==> config.mk <==
export PLATFORM = sky130hd
export DESIGN_NAME = axil_reg_bank
export DESIGN_NICKNAME = d
export VERILOG_FILES = /design/src/rtl/axil_reg_bank.sv
export SDC_FILE = /design/constraint.sdc
export NUM_CORES = 1
export LEC_CHECK = 0
export CORE_ASPECT_RATIO = 1.75
export CORE_UTILIZATION = 52
export CTS_CLUSTER_DIAMETER = 80
export DETAILED_ROUTE_END_ITERATION = 6
export GPL_TIMING_DRIVEN = 0
export PLACE_DENSITY = 0.85
export SYNTH_ARGS = -nofsm -noshare
export SYNTH_HDL_FRONTEND = slang
export SYNTH_SLANG_ARGS = --single-unit
==> constraint.sdc <==
create_clock -name S_AXI_ACLK -period 5.15 [get_ports S_AXI_ACLK]
set_input_delay 1.03 -clock S_AXI_ACLK [delete_from_list [all_inputs] [get_ports S_AXI_ACLK]]
set_output_delay 1.03 -clock S_AXI_ACLK [all_outputs]
set_load 0.02 [all_outputs]
Fig. 1: run 1, cell outlines without signal wires
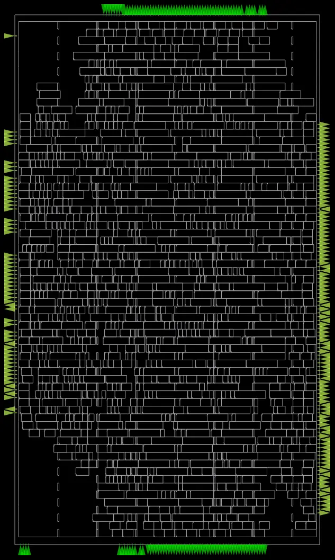
final-layout fill cell count: 1315
sequential cell area share: 43.4%

Fig. 2: run 1, signal metal coverage by tile
22 x 37 tiles, from black (low) to pale yellow (high), scaled to the fullest tile. Values are wire area over tile area, all layers added.
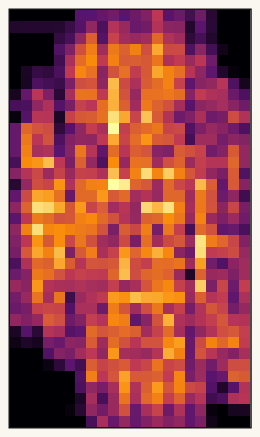
fullest tile: 0.58
mean over tiles: 0.26
nearly empty tiles: 9.5%
Tot GR Track Use: 30.8%
final WL: 30600 µm
DR WL/cell: 20.6 µm
vias: 8543

Fig. 3: run 1, clock wires, drivers and flops
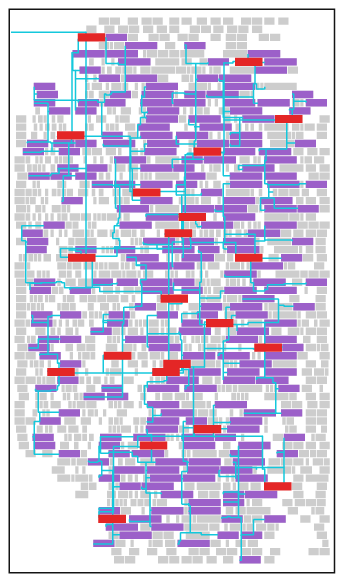
[flip-flops] purple | count: 237
[clock wires] cyan | length: 2530 µm
[clock drivers] red | count: 21
routed clock nets: 22
Clock Power: 1.52 mW
clock share of power: 31.7%
clock skew: 0.0189 ns

==> flow_metrics.env <==
# implementation run metrics
export IMPL_yosys_most_used_dff="edfxtp_1"
export IMPL_cts_root_buf="clkbuf_16"
export IMPL_rsz0062_at_grt="false"
export IMPL_max_cap_viol_count=0
export IMPL_fin_cells=1486
export IMPL_async_flop_share_pct=0
export IMPL_numCtsBuffers=21
export IMPL_port_buffers=272
export IMPL_p_per_area_nw_per_um2=346
export IMPL_area_delta_synth_final_pct=36.2
export IMPL_p_int_mw=3.43
export IMPL_overflow=0
export IMPL_period_minus_slack_ns=4.37
export IMPL_drtAntennaViolNets=0
export IMPL_grt_start_max_net_pins=17
export IMPL_fp_dieH_um=187
export IMPL_grt_pass1_vias=8769
export IMPL_worst_slew_pin_slew_ns=0.910
export IMPL_maxSlewHeadroom_pct=39.3
export IMPL_synth_seq_share_pct=59.1
export IMPL_postLayoutCellArea_um2=13900
export IMPL_dieArea_um2=20200
export IMPL_status="finished, final reports clean"
export IMPL_drc_errors=0
export IMPL_synth_yosys_warnings=0
export IMPL_dp_hpwl_um=24100
export IMPL_power_switching_share_pct=28.6
export IMPL_nets=1341
export IMPL_syn_inst=933
export IMPL_cts_sinks=237
export IMPL_synth_top_cell_by_area="edfxtp_1"
export IMPL_warnings=34
export IMPL_ys_cells=933
export IMPL_worst_slack_ns=0.780
export IMPL_io_pins=280
export IMPL_drtPass1Iterations=5
export IMPL_most_common_layout_cells="clkdlybuf4s50_1 (272), nor2_1 (172), nand2_1 (138), edfxtp_1 (128), dfxtp_1 (109)"
export IMPL_endpoint_kind="output port"
export IMPL_hold_buffers=0
export IMPL_top_cells_by_area="edfxtp_1 (38%), dfxtp_1 (21%), mux4_2 (7.1%)"
export IMPL_post_route_period_util_pct=84.9
export IMPL_yosysUniqueCellTypes=52
export IMPL_tritoncts="done"
export IMPL_path_cells="clkdlybuf4s50_1 > clkbuf_1 > clkbuf_1 > nor2_1 > clkdlybuf4s50_1"
export IMPL_reg2regPathDepth=7
export IMPL_synth_area_per_cell_um2=10.9
export IMPL_grt_pass1_wl_um=46800
export IMPL_required_ns=4.12
export IMPL_drive_above_1_share_pct=10.2
export IMPL_placed_cells=1447
export IMPL_edf_count=128
export IMPL_slowest_delay_ns=0.58
export IMPL_hold_viol_final=0
export IMPL_switching_power_mw=1.38
export IMPL_worst_path_max_delay_cell="clkdlybuf4s50_1"
export IMPL_yosys_area_um2=10200
export IMPL_cts_max_level=1
export IMPL_via_per_inst=5.75
export IMPL_ys_seq_elements=237
export IMPL_p_leak_nw=5.01
export IMPL_largest_reg_flops=128
export IMPL_clock_path_buffers=3
export IMPL_clock_latency_late_pin_ns=0.50
export IMPL_netlist_area_um2=10200
export IMPL_power_mw=4.80
export IMPL_peakVddDrop_mv=0.250
export IMPL_drt_iter0_drc=478
export IMPL_rows=67
export IMPL_combPwrFrac_pct=22.3
export IMPL_fmax_ghz=0.229
export IMPL_crit_arrival_ns=3.34
export IMPL_setup_viol=0
export IMPL_place_ws_ns=0.622
export IMPL_layout_cells_most_common="clkdlybuf4s50_1"
export IMPL_fin_setup_tns_ns=0
export IMPL_path_class="in -> out"
export IMPL_fin_hold_ws_ns=0.455
export IMPL_worstHoldPathCells=2
export IMPL_placed_area_um2=13200
export IMPL_fin_util_pct=72.4
export IMPL_fp_util_pct=53.1
export IMPL_cts_setup_buffers=0
export IMPL_startpoint_type="primary input"
export IMPL_antenna_found_initial=3
export IMPL_die_x_um=108
export IMPL_rrSetupSlack_ns=1.43
export IMPL_cts_resized=0
export IMPL_min_path_type="reg -> reg"
export IMPL_yosysTopAreaCellShare_pct=37.7
export IMPL_slew_violations=0
export IMPL_gp_congestion=0.928
export IMPL_clk_pin_slew_ns=0.06
export IMPL_seq_power_share_pct=46.1
export IMPL_core_area_um2=19200
export IMPL_cp_max_fo=10
-- run 1: cell families after synthesis --
group	count (synthesis)	share of synthesized area (%)
DFF	237	59.1
AOI/OAI and AO/OA	106	6.77
other	1	0.0368
and+or+nand+nor	433	19.0
buffers and inverters	76	3.18
muxes	75	11.3
adders and majority gates	5	0.613
-- run 1: layer usage --
layer  global-route usage [%]  vias to the layer above  routed length [µm]
li1                         -                     3912                   -
met1                     31.0                     4079                9800
met2                     57.2                      445               16500
met3                     5.23                      107                2360
met4                     18.6                        0                1930
met5                        0                        -                   0
-- run 1: power by group through the flow --
stage	Combinational, mW	Sequential, mW	Clock [mW]
after floorplan	0.637	2.28	0
after global placement	1.03	2.24	0
after detailed placement	1.06	2.25	0
after CTS	1.07	2.21	1.52
after global routing	1.16	2.23	1.60
final	1.07	2.21	1.52
-- run 1: synthesized netlist by cell type, types with 2 or more instances --
library cell / number
a211oi_1: 3
a21o_1: 3
a21oi_1: 6
a22oi_1: 33
a31o_2: 3
and2_1: 3
and3_1: 5
buf_1: 5
buf_2: 7
buf_4: 2
buf_6: 3
clkbuf_1: 50
dfxtp_1: 109
edfxtp_1: 128
ha_1: 5
inv_1: 5
inv_2: 4
mux2_2: 5
mux2i_1: 38
mux4_2: 32
nand2_1: 138
nand3_1: 40
nand4_1: 5
nor2_1: 172
nor2b_1: 3
nor3_1: 5
nor3b_1: 3
nor4_1: 11
nor4b_1: 3
o2111ai_1: 2
o21a_1: 2
o21ai_0: 30
o21ai_1: 14
o31ai_1: 3
or2_2: 32
or3b_1: 2
or4_1: 3
or4b_1: 2
-- run 1: critical path: cells and delay by family --
kind	cells	cell delay (ns)
simple gates	1	0.15
buf+inv	4	2.15
-- run 1: final cells by class --
class	instances	area (µm²)
multi-input combinational	621	3860
tap	241	302
fill	1315	5300
antenna	2	5.00
inverter	9	33.8
timing repair buffer	272	2720
clock buffer	28	583
clock inverter	9	75.1
sequential	237	6030
buffer	67	290
Power figures rest on the tool's default switching activity, not on a simulated workload.
